run_1/zoom.png
The bar under the picture is 20 um long. Window x 30 to 80, y 52 to 102 um. Cells in grey, sequential cells in the stronger grey; small squares are vias.
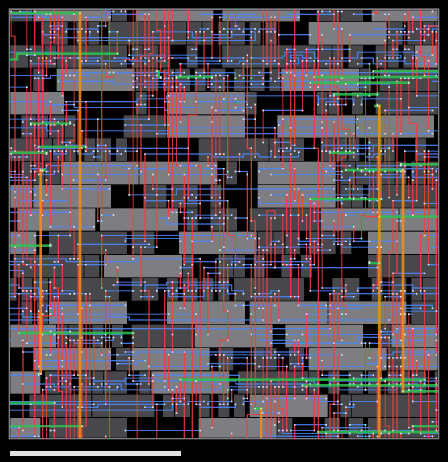
run_1/met1.png
The bar under the picture is 20 um long.
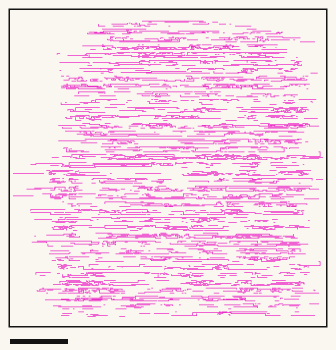
run_1/registers.png
The bar under the picture is 20 um long. Other sequential cells in the stronger grey, the rest of the logic in the fainter grey.
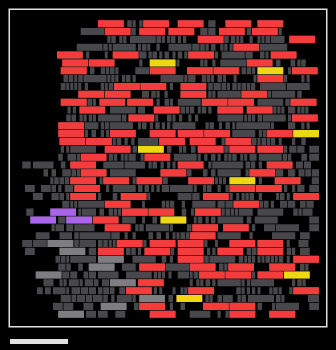
run_1/final_clocks.png
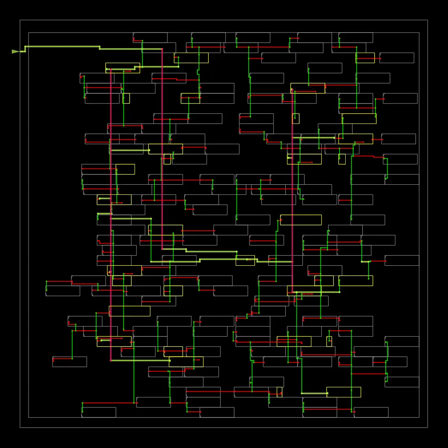
`config.mk`:
```
export PLATFORM = sky130hd
export DESIGN_NAME = pipe_scroller
export DESIGN_NICKNAME = d
export VERILOG_FILES = /design/src/rtl/pipe_scroller.sv
export SDC_FILE = /design/constraint.sdc
export NUM_CORES = 1
export LEC_CHECK = 0
export CAP_MARGIN = 20
export CORE_MARGIN = 2
export CORE_UTILIZATION = 60
export CTS_CLUSTER_SIZE = 12
export DETAILED_ROUTE_END_ITERATION = 16
export HOLD_SLACK_MARGIN = 0.15
export PLACE_DENSITY = 0.8
export SLEW_MARGIN = 25
export SYNTH_ARGS = -nofsm -noshare
export SYNTH_HDL_FRONTEND = slang
export SYNTH_SLANG_ARGS = --single-unit
```
`constraint.sdc`:
```
create_clock -name clk -period 2.8 [get_ports clk]
set_clock_uncertainty 0.05 [all_clocks]
set_input_delay 0.56 -clock clk [delete_from_list [all_inputs] [get_ports clk]]
set_output_delay 0.56 -clock clk [all_outputs]
set_load 0.05 [all_outputs]
```
`src/rtl/pipe_scroller.sv`:
```
`timescale 1ns/1ps
// pipe_scroller: Flappy Bird pipe field. A COLS x ROWS obstacle bitmap scrolls left
// one column per tick, gapped pipes spawn at the right edge, and passes are scored.
module pipe_scroller #(
  parameter int ROWS         = 8,
  parameter int COLS         = 16,
  parameter int GAP_H        = 3,
  parameter int PIPE_SPACING = 6,
  parameter int BIRD_COL     = 3
) (
  input  logic                    clk,
  input  logic                    reset,
  input  logic                    tick,
  input  logic                    over,
  input  logic                    restart,
  input  logic [2:0]              gap_sel,
  input  logic [$clog2(COLS)-1:0] col_sel,
  output logic [ROWS-1:0]         col_data,
  output logic [ROWS-1:0]         bird_col_data,
  output logic [7:0]              score,
  output logic                    pipe_pass
);

  localparam int CSW = $clog2(COLS);
  localparam int CW  = $clog2(PIPE_SPACING);
  localparam int BW  = ($clog2(ROWS) + 2 > 4) ? $clog2(ROWS) + 2 : 4;
  localparam logic [ROWS-1:0] GAP_ONES = ROWS'((1 << GAP_H) - 1);
  localparam logic [BW-1:0]   MAX_BASE = BW'(ROWS - GAP_H);

  logic [ROWS-1:0] cols [COLS];
  logic [CW-1:0]   spawn_cnt;
  logic [BW-1:0]   base;
  logic [ROWS-1:0] spawn_pat;

  // Gap base is clamped so the whole gap stays inside the column.
  always_comb begin
    base = BW'(gap_sel);
    if (BW'(gap_sel) + BW'(GAP_H) > BW'(ROWS))
      base = MAX_BASE;
    spawn_pat = ~(GAP_ONES << base);
  end

  always_ff @(posedge clk or negedge reset) begin
    if (!reset) begin
      for (int i = 0; i < COLS; i++)
        cols[i] <= '0;
      spawn_cnt <= '0;
      score     <= '0;
      pipe_pass <= 1'b0;
    end else if (restart) begin
      for (int i = 0; i < COLS; i++)
        cols[i] <= '0;
      spawn_cnt <= '0;
      score     <= '0;
      pipe_pass <= 1'b0;
    end else begin
      pipe_pass <= 1'b0;
      if (!over && tick) begin
        for (int i = 0; i < COLS - 1; i++)
          cols[i] <= cols[i+1];
        cols[COLS-1] <= (spawn_cnt == '0) ? spawn_pat : '0;
        spawn_cnt    <= (spawn_cnt == '0) ? CW'(PIPE_SPACING - 1) : spawn_cnt - CW'(1);
        // A pass is the pre-shift bird column holding pipe pixels.
        if (cols[BIRD_COL] != '0 && score != 8'hFF) begin
          score     <= score + 8'd1;
          pipe_pass <= 1'b1;
        end
      end
    end
  end

  assign bird_col_data = cols[BIRD_COL];

  generate
    if ((1 << CSW) > COLS) begin : g_ranged
      assign col_data = (col_sel < CSW'(COLS)) ? cols[col_sel] : '0;
    end else begin : g_full
      assign col_data = cols[col_sel];
    end
  endgenerate

endmodule
```
==> notes.md, run 1 <==
The run finished with clean final reports. Walking the worst path, the cells encountered are dlygate4sd2_1 -> bufbuf_16 -> mux4_2 -> a22oi_1 -> nand2_1 -> buf_4. For this design the ratio of total power to cell area is 588 nW/um2. The total number of warnings across the stage logs was 30; the number of top-level pins was 37. The worst register-to-register path begins at bird_col_data[3].

For this floorplan the total number of well-tap instances is 140. At floorplan, the net count of the design was reported as 711. The routed length on met2 is 7360 um. 493 cells are multi-input combinational gates. The die outline width was 109 um; the die height was 109 um. After global routing, the most crowded layer is met2.

The synthesis report lists the most area-consuming cells as dfrtp_1, nand2_1, mux4_2. The run gives 0 as the count of inserted antenna diode cells. The slowest cell on the critical path is bufbuf_16.

Per the detail_route report, DRC violations left total 0. The fraction of standard cell area that is sequential was 45.3%. Global routing used 27.4% of the available tracks. The violation count after the first detailed-routing iteration came out at 542.

Non-clock inverters in the final layout number 2. Of the synthesized area, sequential elements account for 52.5%. For the worst reg-to-reg path, the endpoint reported by OpenROAD is score[3]. The pin closest to its max-slew limit shows a slew of 0.637 ns. The net switching power was 0.996 mW; the hold-critical path depth was 2.

The routed design uses 918 um of met3 wire. The placement report lists the number of port buffers as 36. The total non-filler cell area in the finished layout came out at 7730 um2. Compared with the post-synthesis result, the final layout area differs by 15.8%. The min-delay analysis places its worst path in the category reg -> reg. After detailed routing, no signal wire sits above met4. OpenROAD reports that the post-layout worst path occupies 96.5% of the period.

Of all nets on the critical path, the largest fanout is 16. The clock distribution area overhead in the final layout was 7.74%. For the required time at the worst-slack endpoint, the log shows 2.19 ns.

Sorting the Yosys area breakdown by cell type puts at the top dfrtp_1.
## Picture notes: zoom.png
orange -> met4
green -> met3
red -> met2
blue -> met1
cells with their middle in the window = 194
most frequent = nand2_1 (88), a21oi_1 (43), dfrtp_1 (33)
sequential cells in the window = 33
netlist names of flops here include = cols (31), bird_col_data (2)

## Picture notes: met1.png
share of all routed wire = 43%
main direction = horizontal
wire length on this layer = 6610 um
total number of vias: 5220
met1 demand-to-capacity share in global routing: 37.9%
post-detailed-routing wire length: 15300 um

## Picture notes: registers.png
yellow -> bird_col_data  # placed flops 8
purple -> spawn_cnt  # placed flops 3
red -> cols  # placed flops 120
not coloured = 9

## Picture notes: final_clocks.png
later-pin clock latency in the skew report: 0.52 ns
Clock Power: 2.22 mW
total clock buffers created by CTS: 17
layout sequential cell count: 140

## run 1: state kept, by name, indices dropped and copies added (netlist names)
| name | cells |
|---|---|
| bird_col_data | 8 |
| cols | 120 |
| pipe_pass | 1 |
| score | 8 |
| spawn_cnt | 3 |
## run 1: critical path: cells and delay by family
kind	cells	cell delay, ns
AND-OR/OR-AND	1	0.22
buffers and inverters	3	0.92
multiplexers	1	0.30
AND/OR/NAND/NOR	1	0.09
## run 1: power by group through the flow
| stage | sequential (mW) | combinational (mW) | clock (mW) |
|---|---|---|---|
| 5_1_grt | 2.05 | 0.297 | 2.34 |
| 4_1_cts | 2.05 | 0.273 | 2.26 |
| 6_report | 2.05 | 0.274 | 2.22 |
| 2_1_floorplan | 2.08 | 0.149 | 0 |
| 3_3_place_gp | 2.08 | 0.260 | 0 |
| 3_5_place_dp | 2.08 | 0.263 | 0 |
## run 1: cell families (layout without fill, tap and decap cells)
logic type               Yosys count  count (layout)  synth area share, %
AND/OR/NAND/NOR                  292             292                 17.7
AND-OR/OR-AND                    164             164                 13.5
flip-flops                       140             140                 52.5
buffers and inverters             64              85                 4.52
multiplexers                      34              34                 11.2
adder cells (fa/ha/maj)            2               2                0.375
XOR/XNOR                           1               1                0.131
## run 1: Yosys cell counts, drive strengths merged
cell type  number
a211oi          1
a21oi         128
buf            14
nand3b          1
a22o            3
nor2           10
mux2i           1
inv             2
o21ai          10
nor3            2
dfrtp         140
o31ai           4
nand3           3
mux4           32
or3             2
or4             7
and2            1
nor2b           4
xnor2           1
nand2b          3
nor3b           1
o41ai           1
mux2            1
o2111ai         1
nand4           1
a22oi          16
clkbuf         48
ha              2
nand2         257
## run 1: cells in the final DEF, fill, tap and decap left out, drive strengths merged, types with 2 or more instances in the layout
master	instances
a21oi	128
a22o	3
a22oi	16
buf	24
bufinv	2
clkbuf	26
clkdlybuf4s50	24
clkinv	4
dfrtp	140
ha	2
inv	2
mux4	32
nand2	257
nand2b	3
nand3	3
nor2	10
nor2b	4
nor3	2
o21ai	10
o31ai	4
or3	2
or4	7
## run 1: worst max-delay path by stage
stage                     startpoint     endpoint  slack [ns]  depth (start not counted)
after floorplan           col_sel[0]  col_data[1]         0.1                          5
after global placement    col_sel[1]  col_data[4]      -0.001                          6
after detailed placement  col_sel[1]  col_data[4]      -0.009                          6
after CTS                 col_sel[3]  col_data[6]        0.01                          5
after global routing      col_sel[1]  col_data[0]        0.02                          6
final                     col_sel[1]  col_data[3]         0.1                          6
## run 1: stage by stage
stage / TNS [ns] / power [mW] / hold slack (ns) / util (%) / setup WS, ns
6_report: 0 / 4.54 / 0.480 / 71.3 / 0.0979
4_1_cts: 0 / 4.58 / 0.481 / 71.3 / 0.0111
2_1_floorplan: 0 / 2.23 / 0.214 / - / 0.0965
3_3_place_gp: -0.00115 / 2.34 / 0.444 / 65.4 / -0.00115
5_1_grt: 0 / 4.69 / 0.501 / 71.3 / 0.0160
3_5_place_dp: -0.00872 / 2.35 / 0.467 / 65.4 / -0.00872
run_1/pins.png
The bar under the picture is 20 um long. Pins as bars across the die edge, other pins in grey.
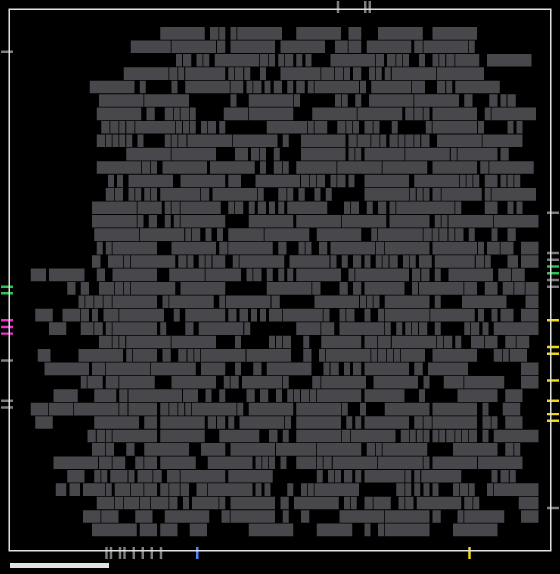

## Run 2: what changed since run 1
==> constraint.sdc (replaced) <==
create_clock -name clk -period 2.8 [get_ports clk]
set_clock_uncertainty 0.05 [all_clocks]
set_input_delay 0.28 -clock clk [delete_from_list [all_inputs] [get_ports clk]]
set_output_delay 0.28 -clock clk [all_outputs]
set_load 0.05 [all_outputs]
run_2/pins.png
The bar under the picture is 20 um long. Pins as bars across the die edge, other pins in grey.
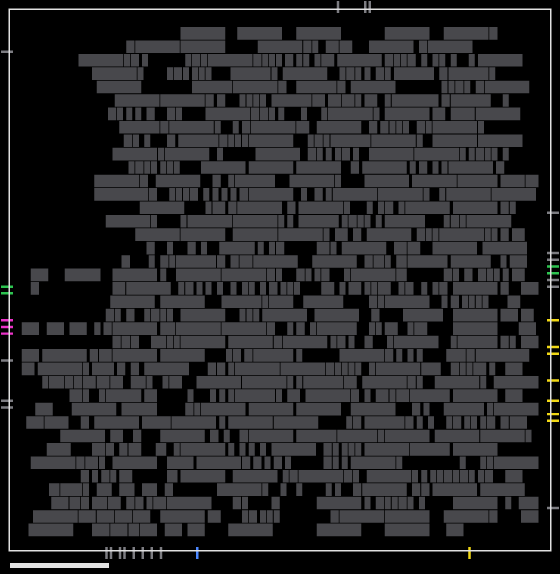
yellow -> bird_col_data  # pins 8, direction output, edge 7 east, 1 south
green -> col_sel  # pins 4, direction input, edge 2 west, 2 east
magenta -> gap_sel  # pins 3, direction input, edge west
blue -> pipe_pass  # pins 1, direction output, edge south
all pins by edge = 15 east, 10 south, 9 west, 3 north
die width: 109 um
count of buffers inserted at the top-level ports: 36

run_2/registers.png
The bar under the picture is 20 um long. Other sequential cells in the stronger grey, the rest of the logic in the fainter grey.
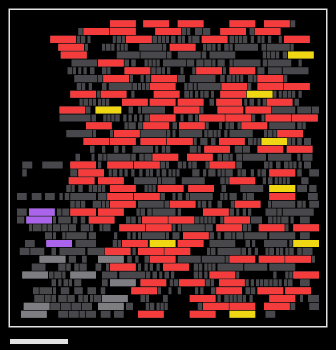
purple -> spawn_cnt  # placed flops 3
red -> cols  # placed flops 120
yellow -> bird_col_data  # placed flops 8

run_2/zoom.png
The bar under the picture is 20 um long. Window x 30 to 80, y 52 to 102 um. Cells in grey, sequential cells in the stronger grey; small squares are vias.
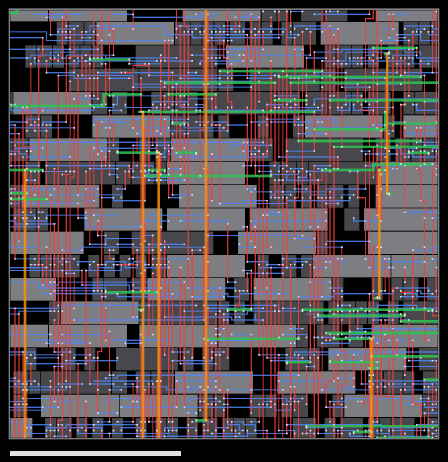
blue -> met1
red -> met2
green -> met3
orange -> met4
cells with their middle in the window = 213
netlist names of flops here include = cols (36), bird_col_data (1)
most frequent = nand2_1 (97), a21oi_1 (43), dfrtp_1 (37)
sequential cells in the window = 37

==> run 2 against run 1 <==
Combinational power shrank 6%. Critical path depth shrank 2. Flip-flop count is the same. Via count shrank 1.3%. First-iteration DRC count grew 23%. Cell count shrank 0.12%. Total power shrank 3.0%. Worst setup slack gained 0.32 ns. Largest power group unchanged.
==> notes.md, run 2 <==
Slew at the pin closest to its max-slew limit: 0.658 ns (+0.0208 ns). The number of top-level pins is 37 (unchanged). The logs give 2.47 ns (+0.28 ns) for the required time at the worst-slack endpoint and 26.8% (-0.52 points) for the total global routing track utilization.

By area the synthesized netlist is led by dfrtp_1, nand2_1, mux4_2. TritonCTS built the clock tree. In this run the layout overhead on the synthesized area is reported as 14.2%. With the net switching power at 0.999 mW (+0.29%), the number of flip-flops in the largest register is 120 (unchanged). The run gives 52.5% (unchanged) as the portion of the post-synthesis area used by sequential elements. Post-route setup TNS: 0 ns (unchanged). The register with the most flip-flops in the final layout is cols.

Before any placement, the netlist area is recorded as 6670 um2. With the layout cell share with drive strength beyond 1 at 13.0%, the chip area from the yosys synthesis statistics is 6670 um2. The tools report the violation count after the first detailed-routing iteration as 667 (+23%). The most instantiated logic cell after routing was nand2_1. The total number of warnings across the stage logs is 30 (unchanged).

Net switching fraction of the power: 22.7%. In the synthesized netlist the dominant register cell turns out to be dfrtp_1. With the number of antenna violations at the first check in global routing at 0, the sink count of the clock tree is 140. Detailed-route DRC error count: 0 (unchanged).

The portion of the clock cycle consumed by the worst path in the final layout is 85.2% (-11 points). Looking at area per cell type in the netlist, the leader is dfrtp_1. Looking at the setup timing report, the critical path kind is reg -> out.

Count of library flops with an enable pin: 0 (unchanged). The run finished with clean final reports. The logs give 711 (unchanged) for the number of nets at floorplan and 2 for the number of buffers on the longest clock path.

The run gives 0.416 ns (+0.318 ns) as the worst-case setup margin in the final layout. Most popular library cell in the synthesized design by count: nand2_1. The insertion delay of the later-clocked pin in the worst-skew pair was 0.54 ns (+0.02 ns).

The chip area was 12000 um2; the maximum net fanout on the critical path was 5 (-11). By instance count after routing, the leading logic cell types are nand2_1, dfrtp_1, a21oi_1, mux4_2, clkdlybuf4s50_1. Per the post-synthesis report, the number of cells in the design is 697. The count of inserted antenna diode cells was 0 (unchanged); the wire length of the first global-routing pass was 24200 um.

Proportion of synthesized flip-flops having asynchronous set or reset: 100% (unchanged). The tightest min-delay check is of the in -> async type. The total routed wirelength is 14800 um (-3.2%). The commonest cells after synthesis are nand2_1, dfrtp_1, a21oi_1, clkbuf_1, mux4_2.

The run gives 5150 (-1.3%) for the vias after detailed routing. The run gives 579 nW/um2 (-1.6%) for the total power divided by cell area. The run gives 4921 as the via count of the first global-routing pass.

The run gives 0.543 ns (+0.552 ns) as the pre-CTS worst setup slack. The worst pin sits at a relative slew slack of 56.1%. With the mean post-synth cell area at 9.57 um2, the number of CTS-inserted buffers is 17 (unchanged).
==> run 2: power by group through the flow <==
stage / Clock, mW / Combinational [mW] / Sequential, mW
after global placement: 0 / 0.250 / 2.08
final: 2.10 / 0.257 / 2.05
after detailed placement: 0 / 0.253 / 2.08
after floorplan: 0 / 0.149 / 2.08
after CTS: 2.13 / 0.257 / 2.05
after global routing: 2.22 / 0.283 / 2.05
==> run 2: kinds of logic after synthesis <==
kind of cell    count (synthesis)  synth area share (%)
buf+inv                        64                  4.52
simple gates                  292                  17.7
flops                         140                  52.5
mux                            34                  11.2
compound gates                164                  13.5
xor+xnor                        1                 0.131
fa+ha+maj                       2                 0.375
==> run 2: metrics by stage <==
stage	utilization [%]	hold WS [ns]	cell area, um2	instances	power [mW]
finish	70.3	0.260	7620	857	4.41
floorplan	-	-0.0656	6670	697	2.23
global route	70.3	0.335	7620	857	4.55
detailed placement	65.0	0.276	7050	824	2.34
global placement	65.0	0.271	7050	824	2.33
CTS	70.3	0.277	7620	857	4.44
==> run 2: path summary, 6_finish.rpt <==
path	endpoint	startpoint	slack, ns
worst max-delay path	col_data[6]	bird_col_data[6]	0.42
worst min-delay path	bird_col_data[7]	reset	0.26
worst max register to register	score[3]	bird_col_data[3]	0.80
worst min register to register	cols[2]	cols[2]	0.47
max in group asynchronous	cols[5]	reset	1.62
min in group clk	cols[3]	gap_sel[0]	0.43
==> run 2: critical path: stages (launching register included) <==
cell	delay [ns]
dfrtp_1	0.46
mux4_2	0.51
a22oi_1	0.19
nand2_1	0.14
buf_4	0.22
==> run 2: per-layer routing <==
metal	GRT usage, %	wire length, um	up-vias
met5	0	0	-
met4	12.5	405	0
met3	6.46	1050	34
met2	39.6	7060	202
met1	38.0	6270	2519
li1	-	-	2395
==> run 2: layout make-up <==
class | count | area (um2)
Clock buffer | 23 | 457
Clock inverter | 8 | 92.6
Fill cell | 777 | 3220
Inverter | 2 | 7.51
Multi-Input combinational cell | 493 | 2880
Sequential cell | 140 | 3500
Tap cell | 140 | 175
Timing Repair Buffer | 51 | 502
==> run 2: repair_timing <==
item                       CTS  global route
hold buffers                 2             0
buffers inserted             0             0
setup endpoints to repair    0             0
hold endpoints to repair    80             0
Power is estimated from default activity; no workload was simulated.
